[config.mk]
export PLATFORM = sky130hd
export DESIGN_NAME = pipe_ctrl_flat
export DESIGN_NICKNAME = d
export VERILOG_FILES = /design/src/rtl/pipe_ctrl_if.sv /design/src/rtl/pipe_ctrl.sv /design/src/flat_wrapper.sv
export SDC_FILE = /design/constraint.sdc
export NUM_CORES = 1
export LEC_CHECK = 0
export ABC_AREA = 1
export CAP_MARGIN = 30
export CORE_MARGIN = 10
export CORE_UTILIZATION = 35
export CTS_CLUSTER_DIAMETER = 150
export DETAILED_ROUTE_END_ITERATION = 10
export GPL_ROUTABILITY_DRIVEN = 0
export REMOVE_ABC_BUFFERS = 1
export SYNTH_ARGS = -nofsm -noshare
export SYNTH_HDL_FRONTEND = slang
export SYNTH_SLANG_ARGS = --single-unit
[constraint.sdc]
create_clock -name clk -period 1.65 [get_ports clk]
set_input_delay 0.2475 -clock clk [delete_from_list [all_inputs] [get_ports clk]]
set_output_delay 0.2475 -clock clk [all_outputs]
set_load 0.005 [all_outputs]
[src/rtl/pipe_ctrl_if.sv]
// Handshake bundle between the pipeline top and its stall/clear controller.
// The pipeline (master) drives hazard, branch and memory-response inputs.
// The controller (slave) returns per-stage stall/clear masks, the fault flag
// and the performance counters.
interface pipe_ctrl_if #(
    parameter int NUM_STAGES = 5,
    parameter int MEM_CODE_W = 2,
    parameter int CNT_W      = 16
);
    logic                  i_branch;
    logic                  i_load_hazard;
    logic                  i_mem_req_en;
    logic [MEM_CODE_W-1:0] i_mem_res_code;
    logic [NUM_STAGES-1:0] o_stall;
    logic [NUM_STAGES-1:0] o_clr;
    logic                  o_fault;
    logic [CNT_W-1:0]      o_stall_cnt;
    logic [CNT_W-1:0]      o_flush_cnt;
    logic [CNT_W-1:0]      o_wait_len;

    modport master (
        output i_branch, i_load_hazard, i_mem_req_en, i_mem_res_code,
        input  o_stall, o_clr, o_fault, o_stall_cnt, o_flush_cnt, o_wait_len
    );

    modport slave (
        input  i_branch, i_load_hazard, i_mem_req_en, i_mem_res_code,
        output o_stall, o_clr, o_fault, o_stall_cnt, o_flush_cnt, o_wait_len
    );
endinterface

[src/rtl/pipe_ctrl.sv]
// Stall/clear controller for the in-order pipeline.
// Stage 0 is fetch. Per-stage stall/clear masks are combinational from the
// FSM state and the current hazard, branch and memory inputs. The FSM tracks
// variable-latency memory waits and a sticky fault state, which only a reset
// leaves. Performance counters saturate instead of wrapping.
module pipe_ctrl #(
    parameter int NUM_STAGES  = 5,
    parameter int HAZ_STAGE   = 1,
    parameter int FLUSH_DEPTH = 2,
    parameter int ME_STAGE    = 3,
    parameter int MEM_CODE_W  = 2,
    parameter int MEM_TIMEOUT = 64,
    parameter int CNT_W       = 16
) (
    input  logic         clk,
    input  logic         aresetn,
    input  logic         resetn,
    pipe_ctrl_if.slave   bus
);

    typedef enum logic [1:0] {
        ST_RUN      = 2'd0,
        ST_MEM_WAIT = 2'd1,
        ST_FAULT    = 2'd2
    } state_e;

    localparam logic [MEM_CODE_W-1:0] CODE_NONE = MEM_CODE_W'(2'd0);
    localparam logic [MEM_CODE_W-1:0] CODE_WAIT = MEM_CODE_W'(2'd1);
    localparam logic [MEM_CODE_W-1:0] CODE_DONE = MEM_CODE_W'(2'd2);
    localparam logic [MEM_CODE_W-1:0] CODE_ERR  = MEM_CODE_W'(2'd3);

    // Timeout is tracked on its own counter so a narrow CNT_W cannot hide it.
    localparam int               TMR_W     = $clog2(MEM_TIMEOUT + 1);
    localparam logic [TMR_W-1:0] TMR_ONE   = TMR_W'(1'b1);
    localparam logic [TMR_W-1:0] TMR_LIMIT = TMR_W'(MEM_TIMEOUT);

    localparam logic [CNT_W-1:0] CNT_MAX = {CNT_W{1'b1}};
    localparam logic [CNT_W-1:0] CNT_ONE = CNT_W'(1'b1);

    // Build a mask with bits lo..hi set, clipped to the stage count.
    function automatic logic [NUM_STAGES-1:0] range_mask(input int lo, input int hi);
        logic [NUM_STAGES-1:0] m;
        m = {NUM_STAGES{1'b0}};
        for (int i = 0; i < NUM_STAGES; i++) begin
            if ((i >= lo) && (i <= hi)) begin
                m[i] = 1'b1;
            end else begin
                m[i] = 1'b0;
            end
        end
        return m;
    endfunction

    localparam logic [NUM_STAGES-1:0] ALL_ONES  = {NUM_STAGES{1'b1}};
    localparam logic [NUM_STAGES-1:0] ALL_ZERO  = {NUM_STAGES{1'b0}};
    localparam logic [NUM_STAGES-1:0] STALL_MEM = range_mask(0, ME_STAGE - 1);
    localparam logic [NUM_STAGES-1:0] CLR_MEM   = range_mask(ME_STAGE, ME_STAGE);
    localparam logic [NUM_STAGES-1:0] CLR_BR    = range_mask(1, FLUSH_DEPTH);
    localparam logic [NUM_STAGES-1:0] STALL_HAZ = range_mask(0, HAZ_STAGE);
    localparam logic [NUM_STAGES-1:0] CLR_HAZ   = range_mask(HAZ_STAGE + 1, HAZ_STAGE + 1);

    state_e                state_q, state_d;
    logic [TMR_W-1:0]      tmr_q, tmr_d;
    logic                  fault_q, fault_d;
    logic [CNT_W-1:0]      stall_cnt_q, stall_cnt_d;
    logic [CNT_W-1:0]      flush_cnt_q, flush_cnt_d;
    logic [CNT_W-1:0]      wait_len_q, wait_len_d;

    logic                  req_wait_s;
    logic                  req_err_s;
    logic                  wait_hold_s;
    logic                  mem_wait_s;
    logic                  flush_s;
    logic [NUM_STAGES-1:0] stall_s;
    logic [NUM_STAGES-1:0] clr_s;

    // Decode the memory response against the current state.
    always_comb begin
        req_wait_s  = (state_q == ST_RUN) && bus.i_mem_req_en && (bus.i_mem_res_code == CODE_WAIT);
        req_err_s   = (state_q == ST_RUN) && bus.i_mem_req_en && (bus.i_mem_res_code == CODE_ERR);
        // An empty response while already waiting still means "not ready".
        wait_hold_s = (bus.i_mem_res_code == CODE_WAIT) || (bus.i_mem_res_code == CODE_NONE);
        mem_wait_s  = req_wait_s ||
                      ((state_q == ST_MEM_WAIT) && (bus.i_mem_res_code != CODE_DONE));
    end

    // State, timeout and fault registers.
    always_ff @(posedge clk or negedge aresetn) begin
        if (!aresetn) begin
            state_q <= ST_RUN;
            tmr_q   <= {TMR_W{1'b0}};
            fault_q <= 1'b0;
        end else begin
            state_q <= state_d;
            tmr_q   <= tmr_d;
            fault_q <= fault_d;
        end
    end

    // Next-state logic: memory wait tracking, timeout and error faults.
    always_comb begin
        state_d = state_q;
        tmr_d   = tmr_q;
        if (!resetn) begin
            state_d = ST_RUN;
        end else begin
            case (state_q)
                ST_RUN: begin
                    if (req_err_s) begin
                        state_d = ST_FAULT;
                    end else if (req_wait_s) begin
                        tmr_d   = TMR_ONE;
                        state_d = (TMR_ONE >= TMR_LIMIT) ? ST_FAULT : ST_MEM_WAIT;
                    end else begin
                        state_d = ST_RUN;
                    end
                end
                ST_MEM_WAIT: begin
                    if (bus.i_mem_res_code == CODE_DONE) begin
                        state_d = ST_RUN;
                    end else if (bus.i_mem_res_code == CODE_ERR) begin
                        state_d = ST_FAULT;
                    end else begin
                        tmr_d   = tmr_q + TMR_ONE;
                        state_d = (tmr_d >= TMR_LIMIT) ? ST_FAULT : ST_MEM_WAIT;
                    end
                end
                ST_FAULT: begin
                    state_d = ST_FAULT;
                end
                default: begin
                    state_d = ST_RUN;
                end
            endcase
        end
        fault_d = (state_d == ST_FAULT);
    end

    // Stall/clear masks by priority: reset, fault, memory wait, branch, hazard.
    always_comb begin
        stall_s = ALL_ZERO;
        clr_s   = ALL_ZERO;
        flush_s = 1'b0;
        if (!aresetn || !resetn) begin
            clr_s = ALL_ONES;
        end else if (state_q == ST_FAULT) begin
            stall_s = ALL_ONES;
        end else if (mem_wait_s) begin
            // Younger stages freeze and ME takes a bubble; older stages drain.
            stall_s = STALL_MEM;
            clr_s   = CLR_MEM;
        end else if (bus.i_branch) begin
            // A taken branch squashes the wrong-path instructions, so any
            // concurrent load-use stall is moot.
            clr_s   = CLR_BR;
            flush_s = 1'b1;
        end else if (bus.i_load_hazard) begin
            stall_s = STALL_HAZ;
            clr_s   = CLR_HAZ;
        end else begin
            stall_s = ALL_ZERO;
            clr_s   = ALL_ZERO;
        end
    end

    // Saturating counter updates; a soft reset leaves the counters intact.
    always_comb begin
        stall_cnt_d = stall_cnt_q;
        flush_cnt_d = flush_cnt_q;
        wait_len_d  = wait_len_q;
        if ((|stall_s) && (stall_cnt_q != CNT_MAX)) begin
            stall_cnt_d = stall_cnt_q + CNT_ONE;
        end else begin
            stall_cnt_d = stall_cnt_q;
        end
        if (flush_s && (flush_cnt_q != CNT_MAX)) begin
            flush_cnt_d = flush_cnt_q + CNT_ONE;
        end else begin
            flush_cnt_d = flush_cnt_q;
        end
        if (!resetn) begin
            wait_len_d = wait_len_q;
        end else if (req_wait_s) begin
            wait_len_d = CNT_ONE;
        end else if ((state_q == ST_MEM_WAIT) && wait_hold_s && (wait_len_q != CNT_MAX)) begin
            wait_len_d = wait_len_q + CNT_ONE;
        end else begin
            wait_len_d = wait_len_q;
        end
    end

    // Performance counter registers.
    always_ff @(posedge clk or negedge aresetn) begin
        if (!aresetn) begin
            stall_cnt_q <= {CNT_W{1'b0}};
            flush_cnt_q <= {CNT_W{1'b0}};
            wait_len_q  <= {CNT_W{1'b0}};
        end else begin
            stall_cnt_q <= stall_cnt_d;
            flush_cnt_q <= flush_cnt_d;
            wait_len_q  <= wait_len_d;
        end
    end

    assign bus.o_stall     = stall_s;
    assign bus.o_clr       = clr_s;
    assign bus.o_fault     = fault_q;
    assign bus.o_stall_cnt = stall_cnt_q;
    assign bus.o_flush_cnt = flush_cnt_q;
    assign bus.o_wait_len  = wait_len_q;

endmodule

[src/flat_wrapper.sv]
// flat-port wrapper written by rule: the top's interface ports become plain ports
module pipe_ctrl_flat 
#(
    parameter int NUM_STAGES  = 5,
    parameter int HAZ_STAGE   = 1,
    parameter int FLUSH_DEPTH = 2,
    parameter int ME_STAGE    = 3,
    parameter int MEM_CODE_W  = 2,
    parameter int MEM_TIMEOUT = 64,
    parameter int CNT_W       = 16
)
  (clk, aresetn, resetn, bus_i_branch, bus_i_load_hazard, bus_i_mem_req_en, bus_i_mem_res_code, bus_o_stall, bus_o_clr, bus_o_fault, bus_o_stall_cnt, bus_o_flush_cnt, bus_o_wait_len);
  pipe_ctrl_if #(.NUM_STAGES(NUM_STAGES), .MEM_CODE_W(MEM_CODE_W), .CNT_W(CNT_W)) bus_i ();
  input  logic clk;
  input  logic aresetn;
  input  logic resetn;
  input wire logic [$bits(bus_i.i_branch)-1:0] bus_i_branch;
  input wire logic [$bits(bus_i.i_load_hazard)-1:0] bus_i_load_hazard;
  input wire logic [$bits(bus_i.i_mem_req_en)-1:0] bus_i_mem_req_en;
  input wire logic [$bits(bus_i.i_mem_res_code)-1:0] bus_i_mem_res_code;
  output wire logic [$bits(bus_i.o_stall)-1:0] bus_o_stall;
  output wire logic [$bits(bus_i.o_clr)-1:0] bus_o_clr;
  output wire logic [$bits(bus_i.o_fault)-1:0] bus_o_fault;
  output wire logic [$bits(bus_i.o_stall_cnt)-1:0] bus_o_stall_cnt;
  output wire logic [$bits(bus_i.o_flush_cnt)-1:0] bus_o_flush_cnt;
  output wire logic [$bits(bus_i.o_wait_len)-1:0] bus_o_wait_len;
  assign bus_i.i_branch = bus_i_branch;
  assign bus_i.i_load_hazard = bus_i_load_hazard;
  assign bus_i.i_mem_req_en = bus_i_mem_req_en;
  assign bus_i.i_mem_res_code = bus_i_mem_res_code;
  assign bus_o_stall = bus_i.o_stall;
  assign bus_o_clr = bus_i.o_clr;
  assign bus_o_fault = bus_i.o_fault;
  assign bus_o_stall_cnt = bus_i.o_stall_cnt;
  assign bus_o_flush_cnt = bus_i.o_flush_cnt;
  assign bus_o_wait_len = bus_i.o_wait_len;
  pipe_ctrl #(.NUM_STAGES(NUM_STAGES), .HAZ_STAGE(HAZ_STAGE), .FLUSH_DEPTH(FLUSH_DEPTH), .ME_STAGE(ME_STAGE), .MEM_CODE_W(MEM_CODE_W), .MEM_TIMEOUT(MEM_TIMEOUT), .CNT_W(CNT_W)) u_core (.clk(clk), .aresetn(aresetn), .resetn(resetn), .bus(bus_i));
endmodule
==> impl_metrics.csv <==
group,metric,value,unit
cells_and_area,mostFrequentLayoutCell,"nand2_1",
route,drc,0,
global_route,grt_pass1_wl,17.6,mm
cells_and_area,clock_cell_area_share,0.0375,
die,taps,136,
place,place_area,4910,sq um
route,drt_iter0_drc,294,
cells_and_area,flops,58,
min_path,min_path_type,"in -> async",
run_status,violations,"setup timing",
place,pre_cts_slack,-0.496,ns
cells_and_area,finish.utilization,0.525,
cts,tritoncts,"built",
cts,insertion_delay,0.33,ns
logic_synthesis,yosys_area,3790,sq um
timing,hold_ws,0.129,ns
die,dieWidth,124,um
pwr,pg_comb,968,uW
cts,cts-root-buf,"clkbuf_8",
global_route,antenna_found_initial,0,
cts,hold_buffers,0,
pwr,swShare,0.290,
logic_synthesis,mux_share,0,
cells_and_area,layout_top_cells,"nand2_1 (187), buf_4 (59), nand3_1 (54)",
logic_synthesis,ys_types,32,
cts,max-clock-path-buffers,2,
worst_setup_path,path_cells,"nor2_4, nand4_4, buf_6, nand4_4, nand3_2, buf_6",
pwr,p_per_area,728,nW/um^2
cells_and_area,n_clock_buffer,12,
worst_setup_path,worstPathMaxFanout,4,
cells_and_area,n_antenna_cell,0,
pwr,p_int,2830,uW
route,ant_nets,0,
worst_setup_path,reg2reg_setup_slack,0.08,ns
pwr,p_seq_frac,0.416,
cells_and_area,final-seq-area,1460,sq um
die,die_h,124,um
timing,layout_setup_ws,-0.0905,ns
route,firstDrtPassIters,4,
pwr,power_frac_comb,0.243,
die,fp_util,0.363,
pwr,p_sw,1150,uW
logic_synthesis,adder_share,0.0132,
worst_setup_path,cp_data_required_time,1.40,ns
worst_setup_path,r2r_cells,9,
pwr,p_clk_frac,0.341,
route,routed_via_density,4.79,
place,portBuffers,66,
logic_synthesis,syn_area,3790,sq um
cells_and_area,nets,667,
timing,max_slew_margin,0.475,
timing,finClkSkew,0.0115,ns
timing,finalSetupViolCount,5,
run_status,status,"finished, violations left",
cells_and_area,area_growth,44.4,%
worst_setup_path,critPathKind,"reg -> out",
worst_setup_path,endpoint_kind,"primary output",
timing,hold_viol,0,
cells_and_area,drive_above_1_share,0.247,
place,dp_hpwl,7.81,mm
cells_and_area,postLayoutCellArea,5470,sq um
worst_setup_path,reg2reg_to,"u_core.bus.o_wait_len[6]",
place,place_inst,761,
cts,clock_sinks,58,
logic_synthesis,synthTopLogicFamily,"simple AND/OR/NAND/NOR gates",
logic_synthesis,synth-simple-area-share,0.439,
logic_synthesis,yosys.area_share.aoi,0.0327,
cells_and_area,signal_buffers,134,
global_route,overflow,0,
logic_synthesis,ys_cells,520,
cells_and_area,buf_share,0.225,
logic_synthesis,yosys_warnings,0,
timing,min_period,1.74,ns
timing,finalCritPeriodShare,1.05,
cells_and_area,inv_count,35,
pwr,peakVddDrop,0.461,mV
pwr,power-top-group,"sequential cells",
global_route,grt_pass1_vias,3727,
pwr,powerClk,1360,uW
timing,worst_pin_slew,0.788,ns
die,core_area,10400,sq um
cts,numCtsBuffers,9,
routing by layer:
metal | vias up | global-route usage | share of wire
li1 | 1941 | - | -
met5 | - | 0 | 0
met3 | 7 | 0.0457 | 0.068
met1 | 1786 | 0.182 | 0.46
met2 | 78 | 0.220 | 0.47
met4 | 0 | 0.0338 | 0.0079
worst max path at each step:
stage                     startpoint  slack (ns)                          to
4_1_cts            u_core.state_q[0]        -0.1                bus_o_clr[2]
6_report           u_core.state_q[1]       -0.09                bus_o_clr[2]
3_5_place_dp   bus_i_mem_res_code[1]       -0.50              bus_o_stall[1]
3_3_place_gp   bus_i_mem_res_code[1]       -0.47              bus_o_stall[1]
5_1_grt            u_core.state_q[1]       -0.17                bus_o_clr[2]
2_1_floorplan      u_core.state_q[1]        0.01  u_core.bus.o_stall_cnt[13]
cells in the mapped netlist, drive strengths merged:
cell type / instances / area share
ha: 4 / 0.013
nor2: 59 / 0.068
dfrtp: 58 / 0.38
o22ai: 1 / 0.0017
o21ai: 8 / 0.014
nand4: 19 / 0.035
nand2: 211 / 0.23
nand3: 62 / 0.087
xnor2: 15 / 0.035
nor3: 7 / 0.015
nand3b: 2 / 0.0040
and2: 1 / 0.0017
a21oi: 5 / 0.0076
xor2: 16 / 0.037
inv: 35 / 0.035
o21bai: 5 / 0.0099
buf: 12 / 0.026
critical path: cells and delay by family (launching register included):
kind / cells / cell delay [ns]
buf+inv: 2 / 0.28
flops: 1 / 0.45
simple gates: 4 / 0.43
timing repair:
action,CTS,global route
endpoints found under the setup margin,27,63
pin swaps,7,10
gates resized,51,41
hold endpoints to repair,0,0
gates cloned,0,2
buffers inserted,6,11
gates.png
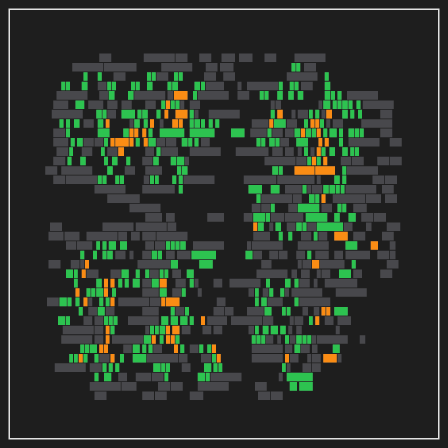
orange -> nor cells  # cells 66
green -> nand cells  # cells 296
Post-Layout Cell Count: 796
combinational fraction of the cell area: 0.415

layers.png
Scale bar: 20 um. Only two layers are drawn.
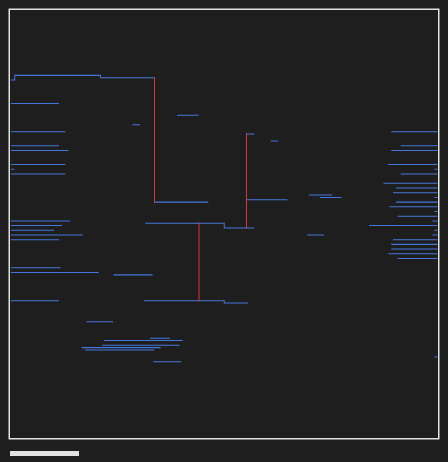
blue -> M3  # wire length 729 um
red -> M4  # wire length 85.7 um
vias post-DR: 3812
Total Routed Length: 10.8 mm
routed len/inst: 13.5 um
GRT Overall Usage: 0.140

Power and IR drop assume default switching activity.
